## config.mk

```make
export PLATFORM = sky130hd
export DESIGN_NAME = key_conditioner
export DESIGN_NICKNAME = d
export VERILOG_FILES = /design/src/rtl/key_cond_pkg.sv /design/src/rtl/key_channel.sv /design/src/rtl/key_conditioner.sv
export SDC_FILE = /design/constraint.sdc
export NUM_CORES = 1
export LEC_CHECK = 0
export ABC_AREA = 1
export CORE_ASPECT_RATIO = 0.75
export CORE_MARGIN = 10
export CORE_UTILIZATION = 50
export DETAILED_ROUTE_END_ITERATION = 12
export HOLD_SLACK_MARGIN = 0.08
export PLACE_DENSITY = 0.74
export SYNTH_ARGS = -nofsm -noshare
export SYNTH_HDL_FRONTEND = slang
export SYNTH_SLANG_ARGS = --single-unit
```

## constraint.sdc

```tcl
create_clock -name clk -period 4.8 [get_ports clk]
set_input_delay 1.2 -clock clk [delete_from_list [all_inputs] [get_ports clk]]
set_output_delay 1.2 -clock clk [all_outputs]
set_load 0.02 [all_outputs]
```

## src/rtl/key_cond_pkg.sv

```systemverilog
// Shared types and helpers for the push-button conditioner.
package key_cond_pkg;

  typedef enum logic [1:0] {IDLE, HELD, REPEAT} rep_state_t;

  // Clocks per 1 ms timebase tick.
  function automatic int ms_div(input int clk_hz);
    return clk_hz / 1000;
  endfunction

endpackage

```

## src/rtl/key_channel.sv

```systemverilog
// One button: 2-flop sync, tick-based debounce, press/release/toggle and auto-repeat FSM.
module key_channel
  import key_cond_pkg::*;
#(
  parameter int DEBOUNCE_MS = 20,
  parameter int HOLD_MS     = 800,
  parameter int REPEAT_MS   = 200
) (
  input  logic clk,
  input  logic rst,
  input  logic ms_tick,
  input  logic key_n,
  output logic key_level,
  output logic key_press,
  output logic key_release,
  output logic key_repeat,
  output logic key_toggle
);

  localparam int DW   = $clog2(DEBOUNCE_MS + 1);
  localparam int HMAX = (HOLD_MS > REPEAT_MS) ? HOLD_MS : REPEAT_MS;
  localparam int HW   = $clog2(HMAX + 1);

  logic [1:0]    sync_q;
  logic          stable_q;
  logic [DW-1:0] deb_q;
  rep_state_t    state_q, state_d;
  logic [HW-1:0] hold_q, hold_d;
  logic          rep_d;

  logic pressed, differ, deb_done, acc_press, acc_release;

  assign pressed     = ~sync_q[1];
  assign differ      = pressed != stable_q;
  // The tick that completes DEBOUNCE_MS consecutive disagreeing samples.
  assign deb_done    = ms_tick && differ && (deb_q == DW'(DEBOUNCE_MS - 1));
  assign acc_press   = deb_done && pressed;
  assign acc_release = deb_done && !pressed;
  assign key_level   = stable_q;

  always_ff @(posedge clk) begin
    if (rst) begin
      sync_q      <= 2'b11;
      stable_q    <= 1'b0;
      deb_q       <= '0;
      key_press   <= 1'b0;
      key_release <= 1'b0;
      key_repeat  <= 1'b0;
      key_toggle  <= 1'b0;
      state_q     <= IDLE;
      hold_q      <= '0;
    end else begin
      sync_q <= {sync_q[0], key_n};
      if (ms_tick) begin
        if (!differ) begin
          deb_q <= '0;
        end else if (deb_done) begin
          deb_q    <= '0;
          stable_q <= pressed;
        end else begin
          deb_q <= deb_q + 1'b1;
        end
      end
      key_press   <= acc_press;
      key_release <= acc_release;
      key_repeat  <= rep_d;
      if (acc_press) key_toggle <= ~key_toggle;
      state_q <= state_d;
      hold_q  <= hold_d;
    end
  end

  // A release in HELD/REPEAT takes priority over a repeat due on the same tick.
  always_comb begin
    state_d = state_q;
    hold_d  = hold_q;
    rep_d   = 1'b0;
    case (state_q)
      IDLE: begin
        if (acc_press) begin
          state_d = HELD;
          hold_d  = '0;
          rep_d   = 1'b1;
        end
      end
      HELD: begin
        if (acc_release) begin
          state_d = IDLE;
          hold_d  = '0;
        end else if (ms_tick) begin
          if (hold_q == HW'(HOLD_MS - 1)) begin
            state_d = REPEAT;
            hold_d  = '0;
            rep_d   = 1'b1;
          end else begin
            hold_d = hold_q + 1'b1;
          end
        end
      end
      REPEAT: begin
        if (acc_release) begin
          state_d = IDLE;
          hold_d  = '0;
        end else if (ms_tick) begin
          if (hold_q == HW'(REPEAT_MS - 1)) begin
            hold_d = '0;
            rep_d  = 1'b1;
          end else begin
            hold_d = hold_q + 1'b1;
          end
        end
      end
      default: begin
        state_d = IDLE;
        hold_d  = '0;
      end
    endcase
  end

endmodule

```

## src/rtl/key_conditioner.sv

```systemverilog
// Button front-end: 1 ms timebase shared by N_KEYS independent key channels.
module key_conditioner
  import key_cond_pkg::*;
#(
  parameter int CLK_HZ      = 50_000_000,
  parameter int N_KEYS      = 5,
  parameter int DEBOUNCE_MS = 20,
  parameter int HOLD_MS     = 800,
  parameter int REPEAT_MS   = 200
) (
  input  logic              clk,
  input  logic              rst,
  input  logic [N_KEYS-1:0] key_n,
  output logic [N_KEYS-1:0] key_level,
  output logic [N_KEYS-1:0] key_press,
  output logic [N_KEYS-1:0] key_release,
  output logic [N_KEYS-1:0] key_repeat,
  output logic [N_KEYS-1:0] key_toggle,
  output logic              ms_tick
);

  localparam int MS_DIV = ms_div(CLK_HZ);
  localparam int CW     = $clog2(MS_DIV + 1);

  logic [CW-1:0] div_q;

  assign ms_tick = (div_q == CW'(MS_DIV - 1));

  always_ff @(posedge clk) begin
    if (rst)          div_q <= '0;
    else if (ms_tick) div_q <= '0;
    else              div_q <= div_q + 1'b1;
  end

  for (genvar i = 0; i < N_KEYS; i++) begin : g_ch
    key_channel #(
      .DEBOUNCE_MS(DEBOUNCE_MS),
      .HOLD_MS    (HOLD_MS),
      .REPEAT_MS  (REPEAT_MS)
    ) u_ch (
      .clk        (clk),
      .rst        (rst),
      .ms_tick    (ms_tick),
      .key_n      (key_n[i]),
      .key_level  (key_level[i]),
      .key_press  (key_press[i]),
      .key_release(key_release[i]),
      .key_repeat (key_repeat[i]),
      .key_toggle (key_toggle[i])
    );
  end

endmodule

```

### Supply network, run 1

Scale bar: 50 um. Pins as bars on the die edge.
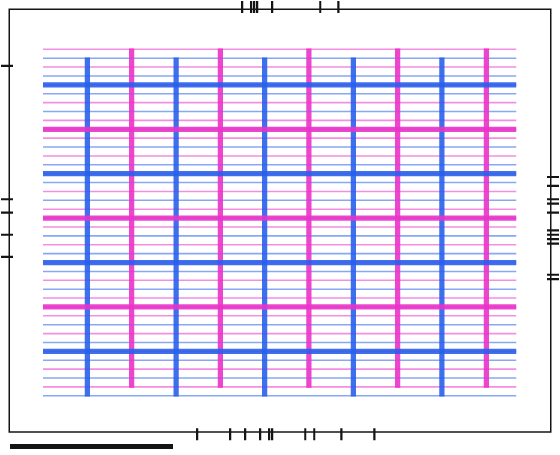
Key: magenta = VDD; blue = VSS
40 met1 rails follow the rows. 33 signal pins sit on the boundary. 7 straps on met5.

### Placed cells, one colour a class, run 1

Scale bar: 50 um.
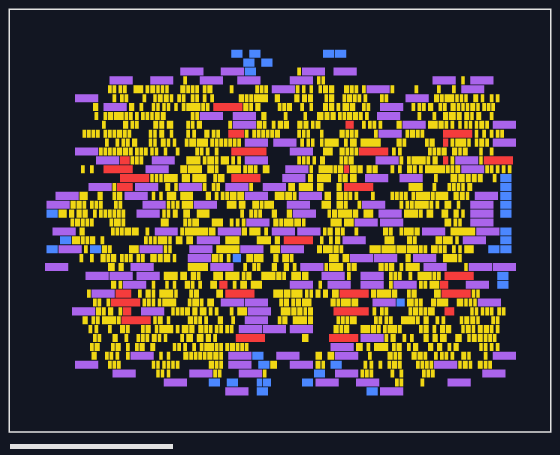
Key: red = clock drivers and dummy loads [cells 31, share of their area 6.9%]; blue = other buffers and delay cells [cells 35, share of their area 4.0%]; yellow = all other logic [cells 993, share of their area 57%]; purple = flip-flops [cells 136, share of their area 32%]

==> out/metrics.yaml, run 1 <==
power:
  vdd.ir_drop.worst_v: 0.000196
  powerDensity_nw_per_um2: 300
  seqPwrFrac_pct: 44.7
  power.internal_uw: 2010
  p_clk_share_pct: 49.4
clock_tree:
  cts_tree: "built"
  clockRootBuffer: "clkbuf_16"
timing:
  fin_crit_sh_pct: 73.0
  tightest_slew_ps: 502
  period_minus_slack_ps: 3500
  hold_viol: 0
  fin_skew_ps: 8.54
  final-max-slew-violation-count: 0
  slew_headroom_pct: 66.5
final_layout:
  largest_class: "multi-input combinational cells"
  comb_area_um2: 4220
  syn_to_final_growth_pct: 10.6
  mostFrequentLayoutCell: "nand2_1"
  nets: 1221
  diodes: 0
global_routing:
  grtUsageMet2_pct: 25.3
  grtUsageTotal_pct: 16.6
  antenna_found_initial: 0
  grt_overflow: 0
  grt_pass1_wl_um: 29400
  grt-busiest-layer: "met2"
drt:
  drc: 0
  viasPerCell: 5.03
  wl_per_cell_um: 12.2
job:
  openroad.warnings: 41
run_status:
  status: "complete, no violations"
yosys:
  yosys.stat.seqShare_pct: 34.4
  syn_area_per_cell_um2: 6.73
  synth_nets: 1214
  netlist_area_um2: 7920
die:
  die_y_um: 129
  io_pins: 33
worst_setup_path:
  cp_slowest_cell: "clkdlybuf4s50_1"
  rrSetupSlack_ps: 2390
  critical_path_class: "flip-flop to output pin"
  worst_ep_arrival_time_ps: 2300
  endpoint_kind: "output pin"
  critPathMaxFanout: 16
  reg2reg_from: "div_q[0]$_SDFF_PP0_"
  path_cells: "ha_1 > nand2_2 > nor2_4 > nand2_2 > nor2_8 > clkdlybuf4s50_1"
worst_hold_path:
  whs_path_depth: 1
place:
  hpwl_um: 12100
### Clock wires, drivers and flops, run 1

Scale bar: 50 um.
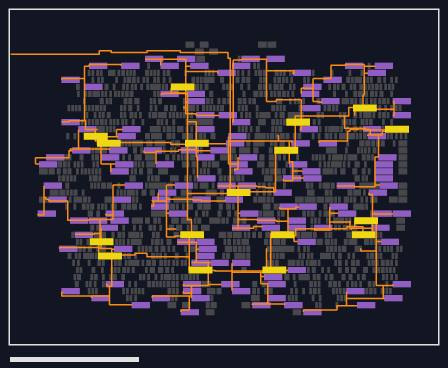
Key: purple = flip-flops [count 136]; orange = clock wires [length 1830 um]; yellow = cells driving clock nets [count 17]
There are 18 routed clock nets.

==> run 1: state kept, by name, indices dropped and copies added, names as in the netlist <==
signal,cells
div_q,16
g_ch.u_ch.deb_q,25
g_ch.u_ch.hold_q,50
g_ch.u_ch.key_level,5
g_ch.u_ch.key_press,5
g_ch.u_ch.key_release,5
g_ch.u_ch.key_repeat,5
g_ch.u_ch.key_toggle,5
g_ch.u_ch.state_q,10
g_ch.u_ch.sync_q,10
==> run 1: worst max path at each step <==
stage	endpoint	slack, ps	cells after the start
5_1_grt	ms_tick	1170	6
2_1_floorplan	ms_tick	2470	6
4_1_cts	ms_tick	1260	6
3_5_place_dp	ms_tick	1730	6
3_3_place_gp	ms_tick	1740	6
6_report	ms_tick	1300	6
==> run 1: cells in the mapped netlist <==
library cell / number / area (um^2)
or2_2: 13 / 81.3
o2111ai_1: 2 / 17.5
nand2_1: 310 / 1160
nand4_4: 1 / 21.3
or2_0: 2 / 12.5
nor3_2: 2 / 20.0
a211oi_1: 1 / 7.51
clkbuf_1: 8 / 30.0
nor2_2: 6 / 37.5
nor2_4: 3 / 33.8
buf_4: 28 / 210
nand3_1: 66 / 330
xnor2_1: 11 / 96.3
nand2_2: 12 / 75.1
nor2_1: 139 / 522
a32o_1: 4 / 40.0
nor3_1: 34 / 170
nor3b_1: 2 / 15.0
o211ai_1: 1 / 7.51
nand4_2: 4 / 50.1
o21a_1: 2 / 15.0
o21ai_1: 7 / 35.0
xor2_1: 18 / 158
o21ai_0: 33 / 165
inv_1: 160 / 601
inv_4: 1 / 6.26
inv_2: 6 / 22.5
a21oi_1: 67 / 335
buf_2: 5 / 25.0
dfxtp_1: 136 / 2720
ha_1: 31 / 388
a31oi_1: 2 / 12.5
nor2_8: 2 / 40.0
nand4_1: 27 / 169
o22ai_1: 7 / 43.8
a21oi_2: 1 / 8.76
clkinv_1: 2 / 7.51
nor4_1: 3 / 18.8
nand3_2: 5 / 50.1
buf_6: 5 / 56.3
nand3_4: 3 / 52.6
a31o_2: 3 / 26.3
buf_12: 1 / 20.0
==> run 1: cells by family (layout without fill, tap and decap cells) <==
kind of cell               Yosys count  after routing  synth area share [%]
and+or+nand+nor                    634            634                  36.1
xor gates and xnor gates            29             29                  3.21
buffers and inverters              216            235                  12.4
adders and majority gates           31             31                  4.90
AOI/OAI and AO/OA                  130            130                  9.02
DFF                                136            136                  34.4
==> run 1: power groups by stage <==
stage,clock (uW),combinational (uW),sequential [uW]
floorplan,0,125,1190
global placement,0,151,1200
detailed placement,0,153,1200
CTS,1320,154,1170
global route,1370,179,1180
finish,1300,154,1170
==> run 1: metrics by stage <==
stage | setup WS (ps) | instances | hold WS [ps] | area, um^2
after global placement | 1740 | 1369 | 396 | 8170
after CTS | 1260 | 1400 | 409 | 8760
after floorplan | 2470 | 1176 | 389 | 7920
after global routing | 1170 | 1400 | 432 | 8760
final | 1300 | 1400 | 405 | 8760
after detailed placement | 1730 | 1369 | 397 | 8170
==> run 1: worst max-delay path: cells and delay by family (launching register included) <==
| kind | cells | cell delay [ps] |
|---|---|---|
| flops | 1 | 350 |
| fa+ha+maj | 1 | 190 |
| buf+inv | 1 | 680 |
| simple gates | 4 | 650 |
### Wiring by layer, run 1

Two of the layers only.
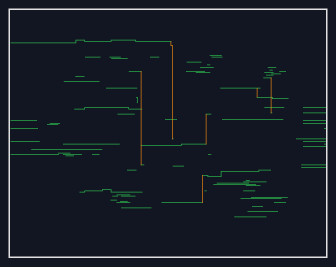

--- run 2 (diff from run 1) ---
- clock period: 4.8 -> 3.5 ns (I/O delays scaled with it)
### Wiring by layer, run 2

Two of the layers only.
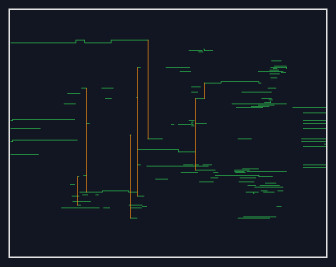
Key: green = met3 [wire length 978 um]; orange = met4 [wire length 277 um]

### Clock wires, drivers and flops, run 2

Scale bar: 50 um.
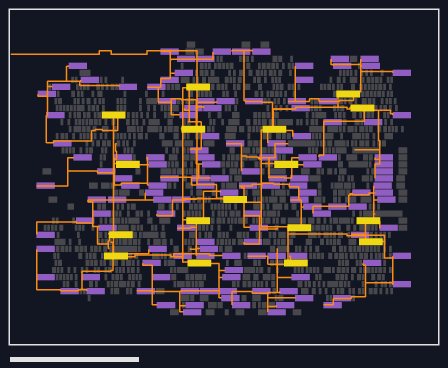
Key: purple = flip-flops [count 136]; yellow = cells driving clock nets [count 17]; orange = clock wires [length 1890 um]
There are 18 routed clock nets.

==> out/metrics.yaml, run 2 <==
yosys:
  synth_nets: 1214  # unchanged
  netlist_area_um2: 7920  # unchanged
  synth.most_common_cell: "nand2_1"  # unchanged
  yosys.stat.seqShare_pct: 34.4  # unchanged
  synth-edff-count: 0  # unchanged
  yosys.area.top_type: "dfxtp_1"  # unchanged
  synth_top_area_share_pct: 34.4  # unchanged
  topCellsByArea: "dfxtp_1, nand2_1, inv_1"  # unchanged
  ys.flop_type: "dfxtp_1"  # unchanged
drt:
  wl_per_cell_um: 12.5  # was 12.2 um
  drc: 0  # unchanged
  viasPerCell: 5.08  # was 5.03
die:
  io_pins: 33  # unchanged
  die_y_um: 129  # unchanged
timing:
  fin_skew_ps: 8.81  # was 8.54 ps
  holdWs_ps: 406  # was 405 ps
  tightest_slew_ps: 704  # was 502 ps
  slew_headroom_pct: 53.0  # was 66.5%
  period_minus_slack_ps: 2900
  fin_crit_sh_pct: 82.7
  fin_ws_ps: 604  # was 1300 ps
worst_hold_path:
  whs_path_depth: 1  # unchanged
worst_setup_path:
  rrSetupSlack_ps: 1090  # was 2390 ps
  critPathMaxFanout: 4  # was 16
  reg2reg_from: "div_q[0]$_SDFF_PP0_"  # unchanged
  critical_path_class: "flip-flop to output pin"  # unchanged
final_layout:
  finalInstanceArea_um2: 8810  # was 8760 um^2
  regMostFlops: "g_ch.u_ch.hold_q"  # unchanged
  syn_to_final_growth_pct: 11.2  # was 10.6%
  mostFrequentLayoutCell: "nand2_1"  # unchanged
  nets: 1223  # was 1221
place:
  postPlaceCellArea_um2: 8190  # was 8170 um^2
  dp_slack_ps: 1040  # was 1730 ps
global_routing:
  grt_pass1_wl_um: 29500  # was 29400 um
  antenna_found_initial: 0  # unchanged
run_status:
  status: "complete, no violations"  # unchanged
power:
  powerDensity_nw_per_um2: 422  # was 300 nW/um^2
==> run 2: per-stage QoR <==
step / std cells / utilization (%)
finish: 1402 / 57.3
global route: 1402 / 57.3
CTS: 1402 / 57.3
detailed placement: 1371 / 53.3
global placement: 1371 / 53.3
floorplan: 1176 / -
==> run 2: power breakdown <==
group | switching [uW] | internal [uW]
clock network | 691 | 1200
logic | 142 | 71.5
registers | 30.6 | 1580
==> run 2: how the worst max path moves through the flow <==
stage	to	slack, ps	depth (start not counted)
4_1_cts	ms_tick	580	6
2_1_floorplan	ms_tick	1490	6
6_report	ms_tick	600	6
5_1_grt	ms_tick	510	6
3_5_place_dp	ms_tick	1040	6
3_3_place_gp	ms_tick	1070	6
==> run 2: metal layers <==
metal	routed length, um	vias up	global-route usage (%)
met5	0	-	0
met4	277	0	6.75
li1	-	3749	-
met3	977	22	3.31
met1	8640	3155	22.0
met2	7630	190	26.4
==> run 2: cell families (layout without fill, tap and decap cells) <==
kind of cell	Yosys count	count (layout)	share of synthesized area, %
AND/OR/NAND/NOR	634	634	36.1
buffers and inverters	216	237	12.4
flip-flops	136	136	34.4
AND-OR/OR-AND	130	130	9.02
adder cells (fa/ha/maj)	31	31	4.90
XOR/XNOR	29	29	3.21
==> run 2: final cells by class <==
cell class	instances	area (um^2)
Fill cell	1476	6570
Multi-Input combinational cell	824	4220
Sequential cell	136	2720
Inverter	169	637
Clock buffer	18	439
Timing Repair Buffer	37	353
Tap cell	205	256
Clock inverter	13	179
==> run 2: critical path, cell delays in order (launching register included) <==
cell	delay, ps
dfxtp_1	350
ha_1	190
nand2_2	100
nor2_4	120
nand2_2	100
nor2_8	120
clkdlybuf4s50_1	610
Power figures rest on the tool's default switching activity, not on a simulated workload.
